`config.mk`:
```
export PLATFORM = sky130hd
export DESIGN_NAME = signed_2s_comp_sub_seq_flat
export DESIGN_NICKNAME = d
export VERILOG_FILES = /design/src/rtl/signed_2s_comp_sub_seq_if.sv /design/src/rtl/signed_2s_comp_sub_seq.sv /design/src/flat_wrapper.sv
export SDC_FILE = /design/constraint.sdc
export NUM_CORES = 1
export LEC_CHECK = 0
export ABC_AREA = 1
export CORE_ASPECT_RATIO = 1.75
export CORE_MARGIN = 4
export CORE_UTILIZATION = 51
export DETAILED_ROUTE_END_ITERATION = 16
export HOLD_SLACK_MARGIN = 0.12
export PLACE_DENSITY = 0.76
export SLEW_MARGIN = 20
export SYNTH_ARGS = -nofsm -noshare
export SYNTH_HDL_FRONTEND = slang
export SYNTH_SLANG_ARGS = --single-unit
```
`constraint.sdc`:
```
create_clock -name clk -period 3.5 [get_ports clk]
set_input_delay 0.7 -clock clk [delete_from_list [all_inputs] [get_ports clk]]
set_output_delay 0.7 -clock clk [all_outputs]
set_load 0.05 [all_outputs]
```
`src/rtl/signed_2s_comp_sub_seq_if.sv`:
```
// Operand/result handshake bundle for the
// chunked signed subtractor.
interface signed_2s_comp_sub_seq_if #(
  parameter int WIDTH = 32
);
  logic             in_valid;
  logic             in_ready;
  logic [WIDTH-1:0] num1;
  logic [WIDTH-1:0] num2;
  logic             out_valid;
  logic             out_ready;
  logic [WIDTH-1:0] s_sub;
  logic             ovf;

  modport master (
    output in_valid,
    input  in_ready,
    output num1,
    output num2,
    input  out_valid,
    output out_ready,
    input  s_sub,
    input  ovf
  );

  modport slave (
    input  in_valid,
    output in_ready,
    input  num1,
    input  num2,
    output out_valid,
    input  out_ready,
    output s_sub,
    output ovf
  );
endinterface

```
`src/rtl/signed_2s_comp_sub_seq.sv`:
```
// Multi-cycle signed subtractor, CHUNK bits/clk, LSB first.
// SIGNED_SUB_SAT_EN: saturate s_sub on signed overflow.
module signed_2s_comp_sub_seq #(
  parameter int WIDTH = 32,
  parameter int CHUNK = 8
) (
  input  logic                      clk,
  input  logic                      rst_n,
  signed_2s_comp_sub_seq_if.slave   io
);
  localparam int NCH = WIDTH / CHUNK;
  localparam int CW  = (NCH > 1) ? $clog2(NCH) : 1;
  localparam logic [CW-1:0] LAST = CW'(NCH - 1);

  localparam logic [1:0] IDLE = 2'd0;
  localparam logic [1:0] CALC = 2'd1;
  localparam logic [1:0] DONE = 2'd2;

  localparam logic [WIDTH-1:0] SMAX =
    {1'b0, {(WIDTH-1){1'b1}}};
  localparam logic [WIDTH-1:0] SMIN =
    {1'b1, {(WIDTH-1){1'b0}}};

  logic [1:0]       state;
  logic [WIDTH-1:0] a_q;
  logic [WIDTH-1:0] b_q;
  logic [WIDTH-1:0] res_q;
  logic             carry_q;
  logic [CW-1:0]    cnt_q;
  logic             ovf_q;

  logic [CHUNK:0]   sum;
  logic [WIDTH-1:0] res_nxt;
  logic [WIDTH-1:0] res_fin;
  logic             ovf_nxt;
  int               base;

  always_comb begin
    base = int'(cnt_q) * CHUNK;
    sum  = {1'b0, a_q[base +: CHUNK]}
         + {1'b0, b_q[base +: CHUNK]}
         + {{CHUNK{1'b0}}, carry_q};
    res_nxt = res_q;
    res_nxt[base +: CHUNK] = sum[CHUNK-1:0];
    // b_q holds ~num2, so equal MSBs mean
    // the original operand signs differ
    ovf_nxt = (a_q[WIDTH-1] == b_q[WIDTH-1])
           && (res_nxt[WIDTH-1] != a_q[WIDTH-1]);
`ifdef SIGNED_SUB_SAT_EN
    if (ovf_nxt)
      res_fin = a_q[WIDTH-1] ? SMIN : SMAX;
    else
      res_fin = res_nxt;
`else
    res_fin = res_nxt;
`endif
  end

  always_ff @(posedge clk or negedge rst_n) begin
    if (!rst_n) begin
      state   <= IDLE;
      a_q     <= '0;
      b_q     <= '0;
      res_q   <= '0;
      carry_q <= 1'b0;
      cnt_q   <= '0;
      ovf_q   <= 1'b0;
    end else begin
      unique case (state)
        IDLE: begin
          if (io.in_valid) begin
            a_q     <= io.num1;
            b_q     <= ~io.num2;
            carry_q <= 1'b1;
            cnt_q   <= '0;
            res_q   <= '0;
            ovf_q   <= 1'b0;
            state   <= CALC;
          end
        end
        CALC: begin
          carry_q <= sum[CHUNK];
          if (cnt_q == LAST) begin
            res_q <= res_fin;
            ovf_q <= ovf_nxt;
            cnt_q <= '0;
            state <= DONE;
          end else begin
            res_q <= res_nxt;
            cnt_q <= cnt_q + 1'b1;
          end
        end
        DONE: begin
          if (io.out_ready)
            state <= IDLE;
        end
        default: state <= IDLE;
      endcase
    end
  end

  assign io.in_ready  = (state == IDLE);
  assign io.out_valid = (state == DONE);
  assign io.s_sub     = res_q;
  assign io.ovf       = ovf_q;

endmodule

```
`src/flat_wrapper.sv`:
```
// flat-port wrapper written by rule: the top's interface ports become plain ports
module signed_2s_comp_sub_seq_flat 
#(
  parameter int WIDTH = 32,
  parameter int CHUNK = 8
)
  (clk, rst_n, io_in_valid, io_in_ready, io_num1, io_num2, io_out_valid, io_out_ready, io_s_sub, io_ovf);
  signed_2s_comp_sub_seq_if #(.WIDTH(WIDTH)) io_i ();
  input  logic clk;
  input  logic rst_n;
  input wire logic [$bits(io_i.in_valid)-1:0] io_in_valid;
  output wire logic [$bits(io_i.in_ready)-1:0] io_in_ready;
  input wire logic [$bits(io_i.num1)-1:0] io_num1;
  input wire logic [$bits(io_i.num2)-1:0] io_num2;
  output wire logic [$bits(io_i.out_valid)-1:0] io_out_valid;
  input wire logic [$bits(io_i.out_ready)-1:0] io_out_ready;
  output wire logic [$bits(io_i.s_sub)-1:0] io_s_sub;
  output wire logic [$bits(io_i.ovf)-1:0] io_ovf;
  assign io_i.in_valid = io_in_valid;
  assign io_in_ready = io_i.in_ready;
  assign io_i.num1 = io_num1;
  assign io_i.num2 = io_num2;
  assign io_out_valid = io_i.out_valid;
  assign io_i.out_ready = io_out_ready;
  assign io_s_sub = io_i.s_sub;
  assign io_ovf = io_i.ovf;
  signed_2s_comp_sub_seq #(.WIDTH(WIDTH), .CHUNK(CHUNK)) u_core (.clk(clk), .rst_n(rst_n), .io(io_i));
endmodule
```
**Clock wiring as the flow saved it**

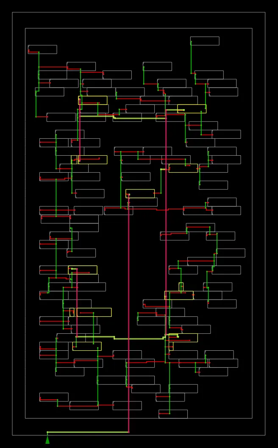
reported clock group power: 944 uW
cts bufs inserted: 9

**Routed clock nets over the placement**

(6 px per um)
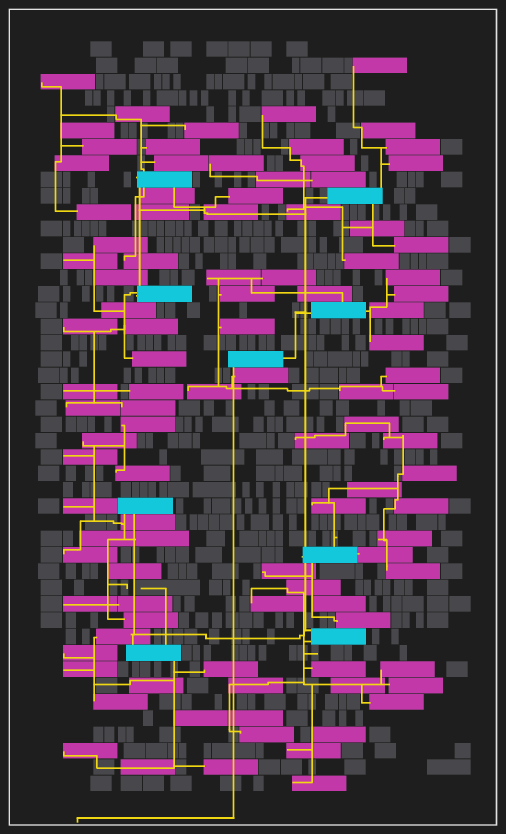
[clock drivers] cyan | count: 9
[flip-flops] magenta | count: 102
[clock wires] yellow | length: 1140 um
flops lie: spread over the die
worst clock skew: 0.00462 ns
relative contribution of the clock network to total power: 0.136
clock latency reported for the late side of the worst-skew pair: 0.34 ns

**Cell density map**

(3 px per um) 8 x 14 tiles, from black (low) to pale yellow (high), 0 to 100% covered.
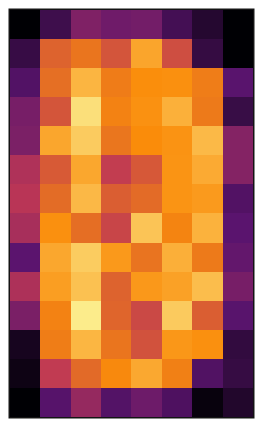
tiles over 75% full: 31%
fullest tile: 96%
nearly empty tiles: 3.6%
mean over tiles: 54%
densest ninth of the die: center
area of the core: 9090 sq um
utilization of the core after routing: 0.673
core utilization at floorplan: 0.523

**Cells colored by class**

(4 px per um) Fill, decap, tap and diode cells in gray.
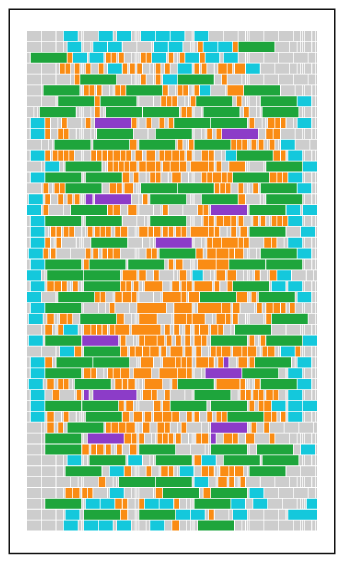
| class | color | cells | share of their area |
|---|---|---|---|
| clock drivers and dummy loads | purple | 14 | 4.5% |
| combinational and other logic | orange | 437 | 35% |
| other buffers and delay cells | cyan | 106 | 18% |
| flops | green | 102 | 43% |

**Close-up of the layout**

Region (28, 55) to (53, 80) um. Cells in gray, sequential cells in the stronger gray; small squares are vias.
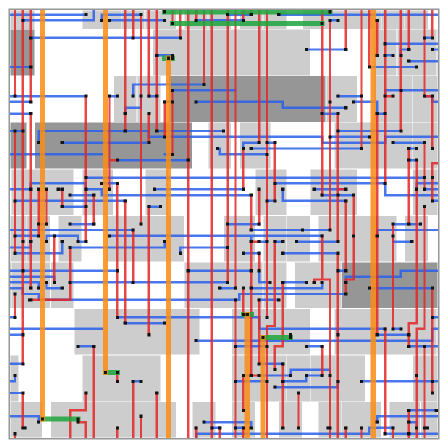
| layer | color |
|---|---|
| metal 2 | red |
| metal 4 | orange |
| metal 1 | blue |
| metal 3 | green |
sequential cells in the window: 3
most frequent: nand2_1 (11), inv_1 (7), ha_1 (6)
cells with their middle in the window: 50

==> run notes <==
Synthesis and place-and-route results.

- The worst-case setup margin in the final layout is ~0.63 ns.
- The transition time recorded at the tightest slew-check pin is between 0.8 and 0.9 ns.
- The count of inverters not on the clock network in the layout is 46.
- The largest net degree at the start of global routing is between 100 and 150.
- The worst VDD IR drop from the latest analysis is 0.000601 V.
- The capturing element of the worst setup path is u_core.io.s_sub[14].
- The report lists the number of cells resized after CTS as 0.
- The number of non-filler instances in the completed layout is a little under 800.
- The largest single stage delay on the critical path is approximately 0.47 ns.
- Multi-input logic gates represent a cell area share of 0.313.
- Signal routing reaches up to met4.
- The family of cells with the greatest summed delay on the critical path is simple AND/OR/NAND/NOR gates.
- The predominant post-synthesis flop cell is sky130_fd_sc_hd__dfrtp_1.
- The power report puts the net switching power at about 3400 uW.
- The worst slack on hold paths is 0.390 ns.
- The antenna violation net count after detailed routing is 0.
- The total of max-cap violations is 0.
- The synthesis report gives the async set-or-reset register share as 1.00.
- The met3 track demand over resource is 0.0353.
- The number of nets at the end of the flow is about 740.
- The layout report gives the register share of total cell area as 0.417.
- The total die area is about 11000 sq um.
- After routing, the total negative slack on setup checks comes to 0 ns.
- The hold-fix buffer count after cts is 0.
- about 390 cells are multi-input combinational gates.
- For this design, the sink count on the clock tree is ~100.
- The path category of the worst min-delay check is primary input to async pin.
- According to the dpl log, the detail-placed design has an HPWL of approximately 8400 um.
- The area of placed instances is between 5000 and 6000 sq um.
- Leaving out fill and tap cells, the most frequent cells in the layout are sky130_fd_sc_hd__nand2_1, sky130_fd_sc_hd__dfrtp_1, sky130_fd_sc_hd__clkdlybuf4s50_1.
- The maximum operating frequency is between 0.3 and 0.4 GHz.
- The source of the critical timing path is u_core.cnt_q[0].
- The final layout contains routed wiring with a total length of around 12000 um.
- In this run, power in combinational logic comes to 4000 uW.
- The cell with the largest stage delay on the worst path is sky130_fd_sc_hd__inv_2.
- Synthesis produced 565 cells.
- For the finished layout, the period the worst path requires is 2.87 ns.
- Summed over all instances, the cell type with the most area after synthesis is sky130_fd_sc_hd__dfrtp_1.
- The worst max-slew margin expressed relative to the limit is 0.435.
- The clock edge transition at the registers on the reported setup and hold paths is about 0.060 ns.
- The area fraction in compound gates after synthesis is 0.138.
- The non-clock buffer area fraction after layout is 0.173.
- The dominant kind of combinational cell is simple AND/OR/NAND/NOR gates.
- In this run the critical path is formed by inv_2, nand2_1, a32o_1, fa_1, inv_1, fa_1, nand3_1, nand2_1, nand2_1, nand2_1, a21oi_2, xor2_1, nor2_2, nand3_1, nand2_1.
- The worst register-to-register path begins at u_core.cnt_q[0].
- The vertical die dimension is ~140 um.
- Together, buffers and inverters on the worst path number 2.
- The share of total power in combinational logic is 0.574.
- Of all the cell area in the finished design, the clock network holds 0.0443.
- The global routing's busiest layer is met2.
- The placer congestion estimate is between 0.8 and 0.9.
- The stat command in Yosys gives a chip area of about 4800 sq um.
- The wire length of the first global-routing pass is about 19000 um.
- The run finished with clean final reports.
- The capture point of the worst reg-to-reg path is u_core.io.s_sub[14].
- The simple-gate share of the synthesized area is 0.217.
- The final power report lists total power as around 7000 uW.
- The global-route congestion overflow total is 0.
- The antenna diode instance count is 0.
- Summing every instance area after synthesis gives roughly 4800 sq um.
- The iteration-0 DRC count of the detailed router is 281.
- The number of antenna violations at the first check in global routing is 0.
- The number of nets at floorplan is 646.
- The cell count of the worst reg-to-reg path is 15.
- The number of global-route vias before repair came to around 4000.
- The cell-mix breakdown from Yosys lists the XOR/XNOR area share as 0.00922.
- In the power breakdown, the biggest contributor is combinational logic.
- The cell seen most often among critical-path stages is sky130_fd_sc_hd__nand2_1.
- The post-detailed-route wirelength per cell is around 15 um.
Power and IR drop assume default switching activity.
